[src/rtl/audio_moving_avg_pkg.sv]
// Shared definitions for the audio moving-average filter.
//   state_t : controller states (CLEAR sweep, IDLE, FETCH, ACCUM, EMIT)
//   acc_w   : accumulator width that holds the sum of N full-scale samples
package audio_moving_avg_pkg;

  typedef enum logic [2:0] {
    ST_CLEAR,
    ST_IDLE,
    ST_FETCH,
    ST_ACCUM,
    ST_EMIT
  } state_t;

  function automatic int acc_w(input int data_w, input int log2_n);
    return data_w + log2_n;
  endfunction

endpackage

[src/rtl/audio_moving_avg_delay_line.sv]
// Circular delay line for one channel: one write port and a registered read port,
// both addressed by the shared window pointer.
//   i_clk   : clock, rising edge
//   i_we    : write i_wdata to mem[i_addr]
//   i_re    : capture mem[i_addr] into o_rdata on this edge
//   i_addr  : window pointer
//   i_wdata : sample to store
//   o_rdata : registered read data, held until the next i_re
module mavg_delay_line #(
  parameter int DATA_W = 24,
  parameter int LOG2_N = 3
) (
  input  logic              i_clk,
  input  logic              i_we,
  input  logic              i_re,
  input  logic [LOG2_N-1:0] i_addr,
  input  logic [DATA_W-1:0] i_wdata,
  output logic [DATA_W-1:0] o_rdata
);

  logic [DATA_W-1:0] r_mem [2**LOG2_N];
  logic [DATA_W-1:0] r_rdata;

  // No reset on the storage: the controller's CLEAR sweep zeroes it.
  always_ff @(posedge i_clk) begin
    if (i_we) r_mem[i_addr] <= i_wdata;
    if (i_re) r_rdata <= r_mem[i_addr];
  end

  assign o_rdata = r_rdata;

endmodule

[src/rtl/audio_moving_avg.sv]
// N-tap moving-average filter between the audio core's ADC-read and DAC-write ports.
// Each channel keeps its own delay line and running sum; output is floor(sum / N),
// or the raw sample when bypass is set.
//   CLOCK_50    : system clock
//   reset       : synchronous, active-high
//   enable      : gate acceptance of new samples
//   bypass      : emit the raw input sample (averaging state still updates)
//   read_ready  : ADC sample available on readdata
//   readdata    : packed input samples, channel 0 in the low DATA_W bits
//   read        : one-cycle pulse consuming readdata
//   write_ready : DAC can accept a sample
//   writedata   : packed output samples, registered
//   write       : one-cycle pulse, writedata valid
//   fill_done   : N samples accepted since reset
module audio_moving_avg
  import audio_moving_avg_pkg::*;
#(
  parameter int DATA_W   = 24,
  parameter int LOG2_N   = 3,
  parameter int CHANNELS = 2
) (
  input  logic                       CLOCK_50,
  input  logic                       reset,
  input  logic                       enable,
  input  logic                       bypass,
  input  logic                       read_ready,
  input  logic [CHANNELS*DATA_W-1:0] readdata,
  output logic                       read,
  input  logic                       write_ready,
  output logic [CHANNELS*DATA_W-1:0] writedata,
  output logic                       write,
  output logic                       fill_done
);

  localparam int N     = 1 << LOG2_N;
  localparam int ACC_W = acc_w(DATA_W, LOG2_N);
  localparam int BUS_W = CHANNELS * DATA_W;
  localparam logic [LOG2_N:0] FILL_MAX = (LOG2_N + 1)'(N);

  state_t            r_state, w_state_next;
  logic [LOG2_N-1:0] r_ptr;
  logic [LOG2_N:0]   r_fill_cnt;
  logic [BUS_W-1:0]  r_x;
  logic [BUS_W-1:0]  r_writedata;
  logic [BUS_W-1:0]  w_old_bus;
  logic [BUS_W-1:0]  w_avg;
  logic [BUS_W-1:0]  w_mem_wdata;
  logic              w_mem_we;
  logic              w_mem_re;

  always_comb begin
    w_state_next = r_state;
    read         = 1'b0;
    write        = 1'b0;
    w_mem_we     = 1'b0;
    w_mem_re     = 1'b0;
    w_mem_wdata  = '0;
    case (r_state)
      ST_CLEAR: begin
        w_mem_we = 1'b1;
        if (r_ptr == '1) w_state_next = ST_IDLE;
      end
      ST_IDLE: begin
        if (enable && read_ready) begin
          read         = 1'b1;
          w_mem_re     = 1'b1;
          w_state_next = ST_FETCH;
        end
      end
      ST_FETCH: w_state_next = ST_ACCUM;
      ST_ACCUM: begin
        w_mem_we     = 1'b1;
        w_mem_wdata  = r_x;
        w_state_next = ST_EMIT;
      end
      ST_EMIT: begin
        if (write_ready) begin
          write        = 1'b1;
          w_state_next = ST_IDLE;
        end
      end
      default: w_state_next = ST_CLEAR;
    endcase
    // A pending sample is dropped when reset lands, so no handshake may escape.
    if (reset) begin
      read  = 1'b0;
      write = 1'b0;
    end
  end

  always_ff @(posedge CLOCK_50) begin
    if (reset) begin
      r_state     <= ST_CLEAR;
      r_ptr       <= '0;
      r_fill_cnt  <= '0;
      r_x         <= '0;
      r_writedata <= '0;
    end else begin
      r_state <= w_state_next;
      if (r_state == ST_CLEAR) r_ptr <= r_ptr + 1'b1;
      if (read) r_x <= readdata;
      if (r_state == ST_ACCUM) begin
        r_ptr <= r_ptr + 1'b1;
        if (r_fill_cnt != FILL_MAX) r_fill_cnt <= r_fill_cnt + 1'b1;
        // Loaded from the next-sum path so writedata is valid on EMIT entry.
        r_writedata <= bypass ? r_x : w_avg;
      end
    end
  end

  for (genvar c = 0; c < CHANNELS; c++) begin : g_ch
    logic signed [ACC_W-1:0]  r_sum;
    logic signed [ACC_W-1:0]  w_sum_next;
    logic signed [DATA_W-1:0] w_x;
    logic signed [DATA_W-1:0] w_old;

    mavg_delay_line #(
      .DATA_W (DATA_W),
      .LOG2_N (LOG2_N)
    ) u_delay (
      .i_clk   (CLOCK_50),
      .i_we    (w_mem_we),
      .i_re    (w_mem_re),
      .i_addr  (r_ptr),
      .i_wdata (w_mem_wdata[c*DATA_W +: DATA_W]),
      .o_rdata (w_old_bus[c*DATA_W +: DATA_W])
    );

    assign w_x        = r_x[c*DATA_W +: DATA_W];
    assign w_old      = w_old_bus[c*DATA_W +: DATA_W];
    assign w_sum_next = r_sum + ACC_W'(w_x) - ACC_W'(w_old);
    // Upper DATA_W bits of the sum are exactly sum >>> LOG2_N (floor division).
    assign w_avg[c*DATA_W +: DATA_W] = w_sum_next[ACC_W-1:LOG2_N];

    always_ff @(posedge CLOCK_50) begin
      if (reset) r_sum <= '0;
      else if (r_state == ST_ACCUM) r_sum <= w_sum_next;
    end
  end

  assign writedata = r_writedata;
  assign fill_done = (r_fill_cnt == FILL_MAX);

endmodule

[config.mk]
export PLATFORM = sky130hd
export DESIGN_NAME = audio_moving_avg
export DESIGN_NICKNAME = d
export VERILOG_FILES = /design/src/rtl/audio_moving_avg_pkg.sv /design/src/rtl/audio_moving_avg_delay_line.sv /design/src/rtl/audio_moving_avg.sv
export SDC_FILE = /design/constraint.sdc
export NUM_CORES = 1
export LEC_CHECK = 0
export CAP_MARGIN = 20
export CORE_MARGIN = 10
export CORE_UTILIZATION = 35
export DETAILED_ROUTE_END_ITERATION = 12
export PLACE_DENSITY = 0.59
export SETUP_SLACK_MARGIN = 0.3
export SKIP_CTS_REPAIR_TIMING = 1
export SLEW_MARGIN = 20
export SYNTH_ARGS = -nofsm -noshare
export SYNTH_HDL_FRONTEND = slang
export SYNTH_SLANG_ARGS = --single-unit
[constraint.sdc]
create_clock -name CLOCK_50 -period 6.9 [get_ports CLOCK_50]
set_clock_uncertainty 0.15 [all_clocks]
set_input_delay 2.07 -clock CLOCK_50 [delete_from_list [all_inputs] [get_ports CLOCK_50]]
set_output_delay 2.07 -clock CLOCK_50 [all_outputs]
set_load 0.01 [all_outputs]
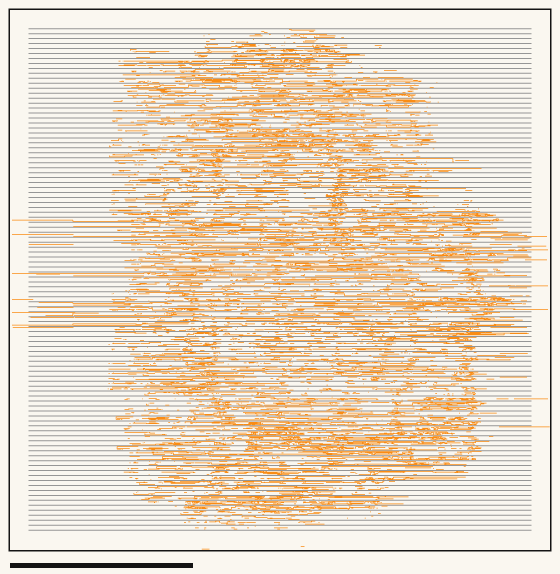
(run_1/layer_met1.png)
Bar = 100 um. Supply wires on this layer in gray.
nets with wire on the layer: 2224
main direction: horizontal

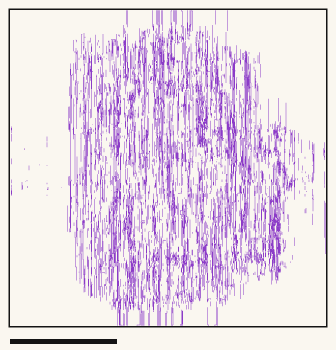
(run_1/layer_met2.png)
Bar = 100 um.
wire length on this layer: 30.7 mm
nets with wire on the layer: 1966

==> reports/metrics.yaml, run 1 <==
r2r_slack_ps: 3010
ys_warn_count: 0
outcome: "completed"
initCoreUtil_pct: 35.2
drt-initial-drc-count: 1230
worstMarginPinSlew_ps: 990
hold_ws_ps: 304
worst_setup_path_end_kind: "primary output"
synth_top_flop_cell: "edfxtp_1"
use_met1_pct: 20.7
warnings: 29
grt_max_degree: 81
hold_depth: 2
fp.dieW_um: 296
viasPerCell: 5.18
gp_congestion: 0.810
cts_tree: "yes"
yosys.area.top_type: "edfxtp_1"
synth-simple-area-share_pct: 7.44
wl_per_cell_um: 20.9
hpwl_um: 41300
synth_area_um2: 26600
antenna_left: 0
row_count: 101
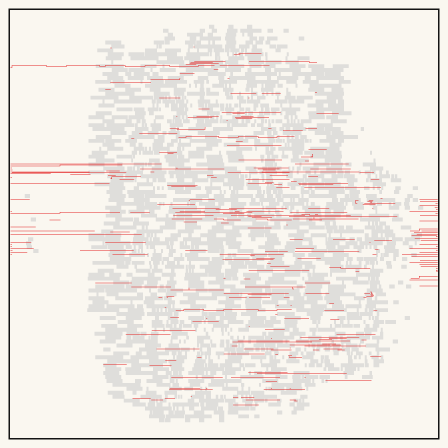
(run_1/layer_met3.png)
Cells faint in the background.
wire length on this layer: 5050 um
nets with wire on the layer: 153
longest straight run: 104 um

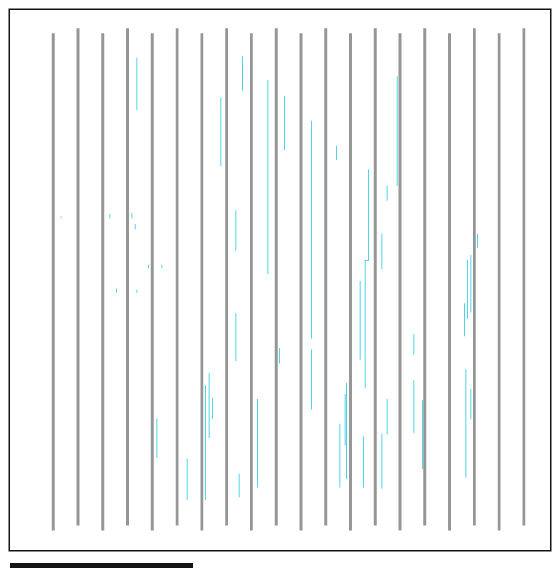
(run_1/layer_met4.png)
Bar = 100 um. Supply wires on this layer in gray.
main direction: vertical
wire length on this layer: 1350 um
Total Wirelength: 66400 um
Via Count: 16500

[run 1: worst max-delay path, cell delays in order]
cell	delay [ps]
clkdlybuf4s50_1	460
nand2_1	70
nor2_1	160
nand2_2	80
nor2_1	170
buf_4	200
clkdlybuf4s50_1	560
[run 1: how the worst max path moves through the flow]
stage,depth (start not counted),end,start
2_1_floorplan,4,read,reset
3_3_place_gp,7,read,enable
3_5_place_dp,7,read,read_ready
4_1_cts,7,read,read_ready
5_1_grt,7,read,read_ready
6_report,7,read,read_ready
[run 1: placed cells by master (no fill, tap or decap), types with 16 or more instances in the layout]
master,instances
nand2_1,224
xnor2_1,31
clkdlybuf4s50_1,102
a211oi_1,16
nand3_1,19
fa_1,52
ha_1,60
mux2_2,49
edfxtp_1,432
buf_4,22
dfxtp_1,157
mux4_2,96
a31oi_1,17
a21o_1,19
o21ai_0,67
a21oi_1,168
xor2_1,21
nor2_1,141
inv_1,214
clkbuf_16,58
[run 1: state kept, by name, summed over array words and instances, names as in the netlist]
signal / flops
g_ch.r_sum: 54
g_ch.u_delay.o_rdata: 48
g_ch.u_delay.r_mem: 384
r_fill_cnt: 4
r_ptr: 3
r_state: 3
r_x: 48
writedata: 48
[run 1: area by class of cell]
type	instances	area share (%)
Antenna cell	1	0.00813
Timing Repair Buffer	126	3.94
Sequential cell	592	52.6
Clock buffer	78	5.16
Tap cell	978	3.98
Inverter	216	2.64
Clock inverter	32	1.39
Multi-Input combinational cell	1153	30.3
[run 1: metrics by stage]
stage               std cells  setup WS [ps]
detailed placement       3065            912
finish                   3176            899
CTS                      3175            888
floorplan                2063           1630
global placement         3065            871
global route             3176            802
[run 1: power by group]
group,switching (mW),internal [mW],total [mW]
logic,0.247,0.224,0.471
clock network,1.39,1.93,3.32
registers,0.0523,3.94,4.00
==> run_1/congestion.png <==
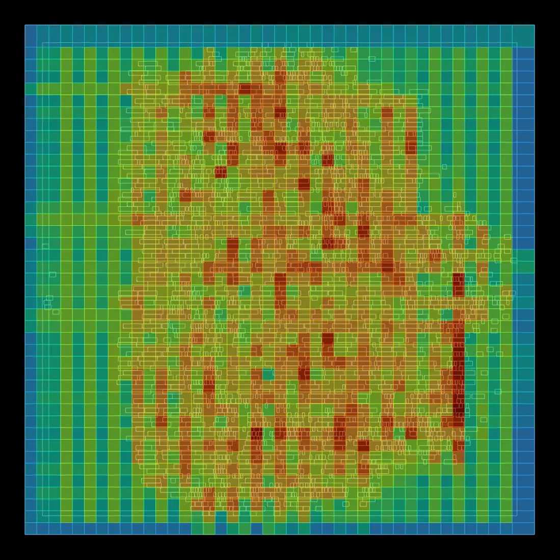

==> inputs of run 2 (changes only) <==
==> constraint.sdc (replaced) <==
create_clock -name CLOCK_50 -period 6.9 [get_ports CLOCK_50]
set_clock_uncertainty 0.15 [all_clocks]
set_input_delay 2.07 -clock CLOCK_50 [delete_from_list [all_inputs] [get_ports CLOCK_50]]
set_output_delay 2.07 -clock CLOCK_50 [all_outputs]
set_load 0.02 [all_outputs]
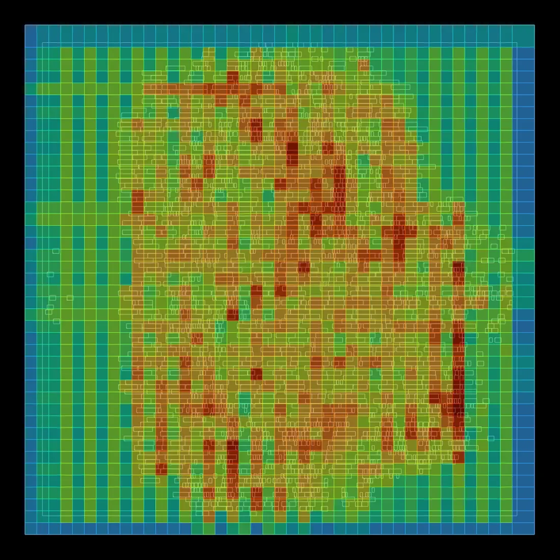
(run_2/congestion.png)
grt met3 use: 3.45%
met1 usage: 20.1%
GRT met2 Usage: 24.7%
Total GRT Usage: 15.1%

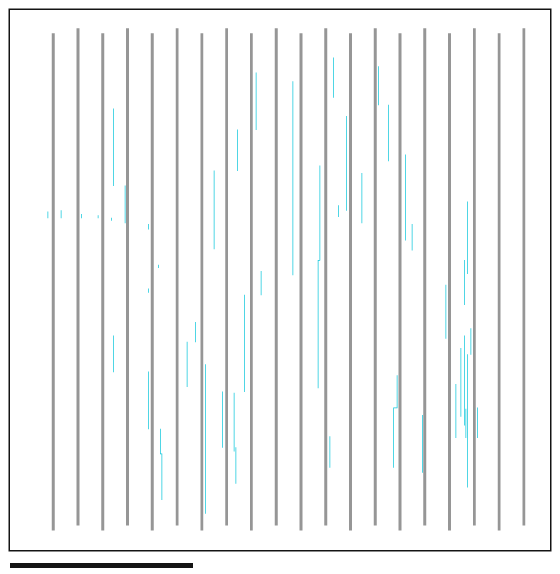
(run_2/layer_met4.png)
Bar = 100 um. Supply wires on this layer in gray.
nets with wire on the layer: 24
wire length on this layer: 1410 um

==> reports/metrics.yaml, run 2 <==
outcome: "completed"
row_count: 101  # unchanged
seqPwrFrac_pct: 51.5  # +0.2 points
cp_num_cells: 7  # unchanged
combPwrFrac_pct: 6.0  # about the same
grt_max_degree: 82  # +1.2%
dp.cells: 3065  # unchanged
intPower_mw: 6.10  # about the same
power_leader: "sequential cells"
crit_end: "read"
synth_top_flop_cell: "edfxtp_1"
vias: 16500  # +0.24%
powerSeq_mw: 4.00  # about the same
hpwl_um: 41600  # +0.59%
clock_net_power_mw: 3.30  # about the same
slowest_delay_ps: 630  # +70 ps
drt-initial-drc-count: 1128  # -8.3%
wl_per_cell_um: 20.8  # -0.48%
regMostFlops: "g_ch.u_delay.r_mem"
cts_tree: "yes"
path_cells: "clkdlybuf4s50_1 -> nand2_1 -> nor2_1 -> nand2_2 -> nor2_1 -> buf_4 -> clkdlybuf4s50_1"
fp.dieW_um: 296  # unchanged
pwr-share-clk_pct: 42.5  # about the same
initCoreUtil_pct: 35.2  # unchanged
pg_comb_mw: 0.468  # about the same
layoutNonFillerInstCount: 3176  # unchanged
worst_setup_path_end_kind: "primary output"
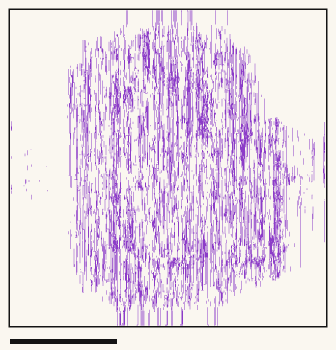
(run_2/layer_met2.png)
Bar = 100 um.
main direction: vertical
nets with wire on the layer: 1994
wire length on this layer: 30.9 mm

[run 2: per-layer routing]
metal  vias to the layer above  global-route usage, %  part of all wire [%]
met5                         -                      0                 0.086
met4                        12                   3.75                   2.1
met3                       108                   3.45                   6.6
met2                       454                   24.7                    47
met1                      8362                   20.1                    44
li1                       7571                      -                     -
[run 2: kinds of logic after synthesis]
kind of cell	count (synthesis)
compound gates	363
xor+xnor	52
fa+ha+maj	112
buf+inv	318
flops	592
mux	156
simple gates	470
[run 2: stage by stage]
| step | total power [mW] | utilization, % | hold WS, ps |
|---|---|---|---|
| 2_1_floorplan | 4.38 | - | 286 |
| 3_3_place_gp | 4.54 | 38.0 | 292 |
| 3_5_place_dp | 4.55 | 38.0 | 299 |
| 4_1_cts | 7.86 | 40.6 | 309 |
| 5_1_grt | 8.03 | 40.6 | 334 |
| 6_report | 7.77 | 40.6 | 306 |
[run 2: layout make-up]
| cell class | instances | area (um2) | area share [%] |
|---|---|---|---|
| Tap cell | 978 | 1220 | 3.98 |
| Clock buffer | 79 | 1630 | 5.31 |
| Clock inverter | 31 | 379 | 1.23 |
| Sequential cell | 592 | 16200 | 52.6 |
| Multi-Input combinational cell | 1153 | 9320 | 30.3 |
| Timing Repair Buffer | 126 | 1210 | 3.94 |
| Antenna cell | 1 | 2.50 | 0.00813 |
| Inverter | 216 | 813 | 2.64 |
[run 2: how the worst min path moves through the flow]
stage                            from                end  cells after the start
floorplan            g_ch[0].r_sum[0]   g_ch[0].r_sum[0]                      2
global placement     g_ch[1].r_sum[0]   g_ch[1].r_sum[0]                      2
detailed placement  g_ch[0].r_sum[13]  g_ch[0].r_sum[13]                      2
CTS                  g_ch[1].r_sum[5]   g_ch[1].r_sum[5]                      2
global route                  r_x[20]            r_x[20]                      2
finish              g_ch[0].r_sum[13]  g_ch[0].r_sum[13]                      2
==> run_2/layer_met3.png <==
Cells faint in the background.
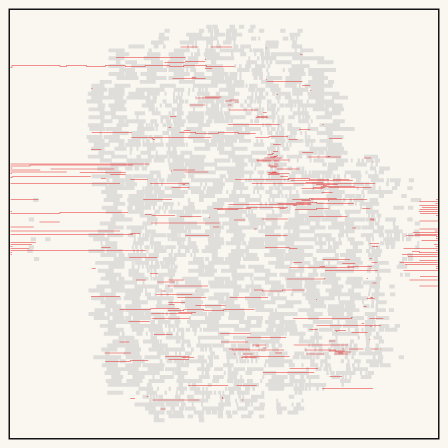

==> inputs of run 3 (changes only) <==
--- a/config.mk
+++ b/config.mk
@@ -6,10 +6,8 @@
 export NUM_CORES = 1
 export LEC_CHECK = 0
 export CAP_MARGIN = 20
-export CORE_MARGIN = 10
 export CORE_UTILIZATION = 35
 export DETAILED_ROUTE_END_ITERATION = 12
-export PLACE_DENSITY = 0.59
 export SETUP_SLACK_MARGIN = 0.3
 export SKIP_CTS_REPAIR_TIMING = 1
 export SLEW_MARGIN = 20
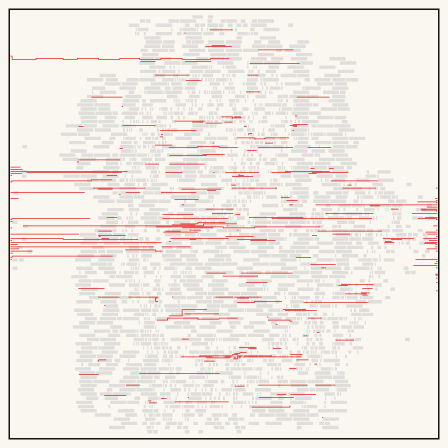
(run_3/layer_met3.png)
Cells faint in the background.
share of all routed wire: 6.0%
main direction: horizontal
nets with wire on the layer: 151
wire length on this layer: 3900 um
longest straight run: 117 um

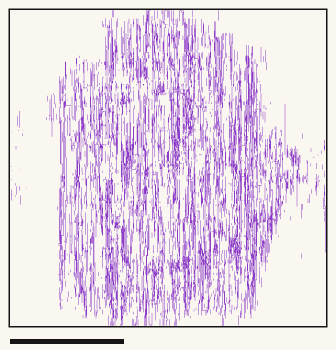
(run_3/layer_met2.png)
Bar = 100 um.
longest straight run: 118 um
share of all routed wire: 47%
nets with wire on the layer: 1980
main direction: vertical
wire length on this layer: 30.4 mm
GRT met2 Usage: 27.2%
Via Count: 16500
Total Wirelength: 64900 um

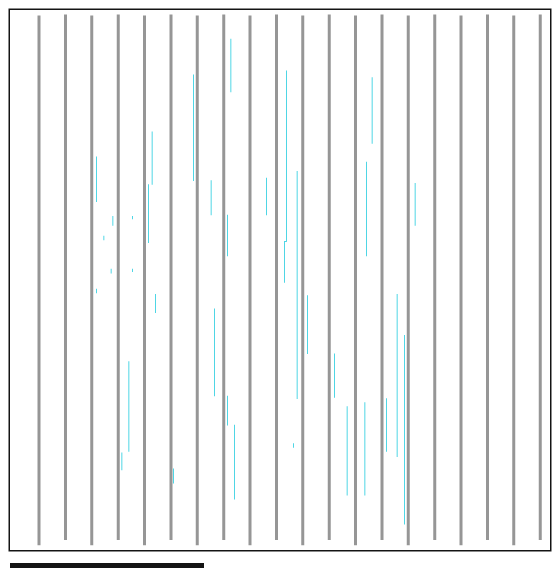
(run_3/layer_met4.png)
Bar = 100 um. Supply wires on this layer in gray.
share of all routed wire: 1.7%
main direction: vertical
nets with wire on the layer: 15
wire length on this layer: 1090 um
longest straight run: 117 um

==> reports/metrics.yaml, run 3 <==
outcome: "completed"
path_class: "in -> out"
hold_ws_ps: 304  # -1.82 ps
antenna_left: 0
path_cells: "clkdlybuf4s50_1 -> nand2_1 -> nor2_1 -> nand2_2 -> nor2_1 -> buf_4 -> clkdlybuf4s50_1"
place_area_um2: 28700
wl_per_cell_um: 20.5  # -1.5%
fp.dieW_um: 278  # -6.1%
use_met1_pct: 23.3  # +3.1 points
top_regs: "g_ch.u_delay.r_mem x384, g_ch.r_sum x54"
ys_cells: 2063
n_fill_cell: 6906
ys_types: 68
cts_root_buffer: "clkbuf_16"
hold_depth: 2  # unchanged
grt_usage_pct: 16.8  # +1.7 points
drt-initial-drc-count: 1114  # -1.2%
whs_endpoint: "g_ch[1].r_sum[1]"
peakVddDrop_mv: 0.185
finalMaxSlewViolations: 0
slowest_delay_ps: 620  # about the same
arrival_ps: 3830
row_count: 100  # -0.99%
viasPerCell: 5.19
initCoreUtil_pct: 35.6  # +0.41 points
regMostFlops: "g_ch.u_delay.r_mem"
syn_inst: 2063
drive_above_1_share_pct: 13.1
reg2reg_depth: 4
timing.final.crit_period_ps: 6050
final_util_pct: 41.1  # +0.41 points
top_cell_area_share_pct: 48.7
busiest_layer: "met2"
cts_tree: "yes"
worst_setup_path_end_kind: "primary output"
cts.reportedPaths.clkPinSlew_ps: 60
cts_buffers: 59
grt_max_degree: 76  # -7.3%
chipArea_um2: 77200
cp_num_cells: 7  # unchanged
die_h_um: 278
use_met3_pct: 3.42  # -0.030 points
synth_area_um2: 26600
hpwl_um: 40900  # -1.5%
num_antenna_cells: 0  # -1
hold_start: "g_ch[1].r_sum[1]"
synth_top_flop_cell: "edfxtp_1"
## run 3: worst max path at each step
stage | startpoint | end | slack (ps)
5_1_grt | enable | read | 800
3_5_place_dp | enable | read | 880
6_report | enable | read | 850
3_3_place_gp | enable | read | 830
2_1_floorplan | reset | read | 1580
4_1_cts | enable | read | 860
## run 3: metal layers
metal  vias to the layer above  routed length [um]
li1                       7581                   -
met1                      8367               29500
met2                       415               30400
met3                        79                3900
met4                         8                1090
met5                         -                  43
## run 3: cell families after synthesis
group	Yosys count	synth area share, %
compound gates	363	8.25
simple gates	470	7.44
buf+inv	318	4.52
flops	592	60.7
fa+ha+maj	112	6.73
mux	156	10.6
xor+xnor	52	1.71
## run 3: final cells by class
type / instances / area [um2] / area share [%]
Clock buffer: 80 / 1630 / 5.30
Clock inverter: 30 / 344 / 1.12
Tap cell: 969 / 1210 / 3.95
Timing Repair Buffer: 127 / 1220 / 3.97
Multi-Input combinational cell: 1153 / 9320 / 30.3
Sequential cell: 592 / 16200 / 52.7
Inverter: 216 / 813 / 2.65
## run 3: worst register-to-register path, cell delays in order, from the launching register on
cell      delay (ps)
dfxtp_2          860
buf_4            700
nand2b_1         290
nor2_4           780
buf_4            640
## run 3: where the power goes
group	internal [mW]	switching [mW]	leakage, nW
Sequential	3.94	0.0552	5.04
Combinational	0.225	0.244	4.44
Clock	1.88	1.37	0.956
## run 3: through the flow
stage,std cells,power [mW]
6_report,3167,7.72
5_1_grt,3167,7.96
4_1_cts,3167,7.80
3_5_place_dp,3057,4.56
3_3_place_gp,3057,4.55
2_1_floorplan,2063,4.38
Power and IR drop assume default switching activity.
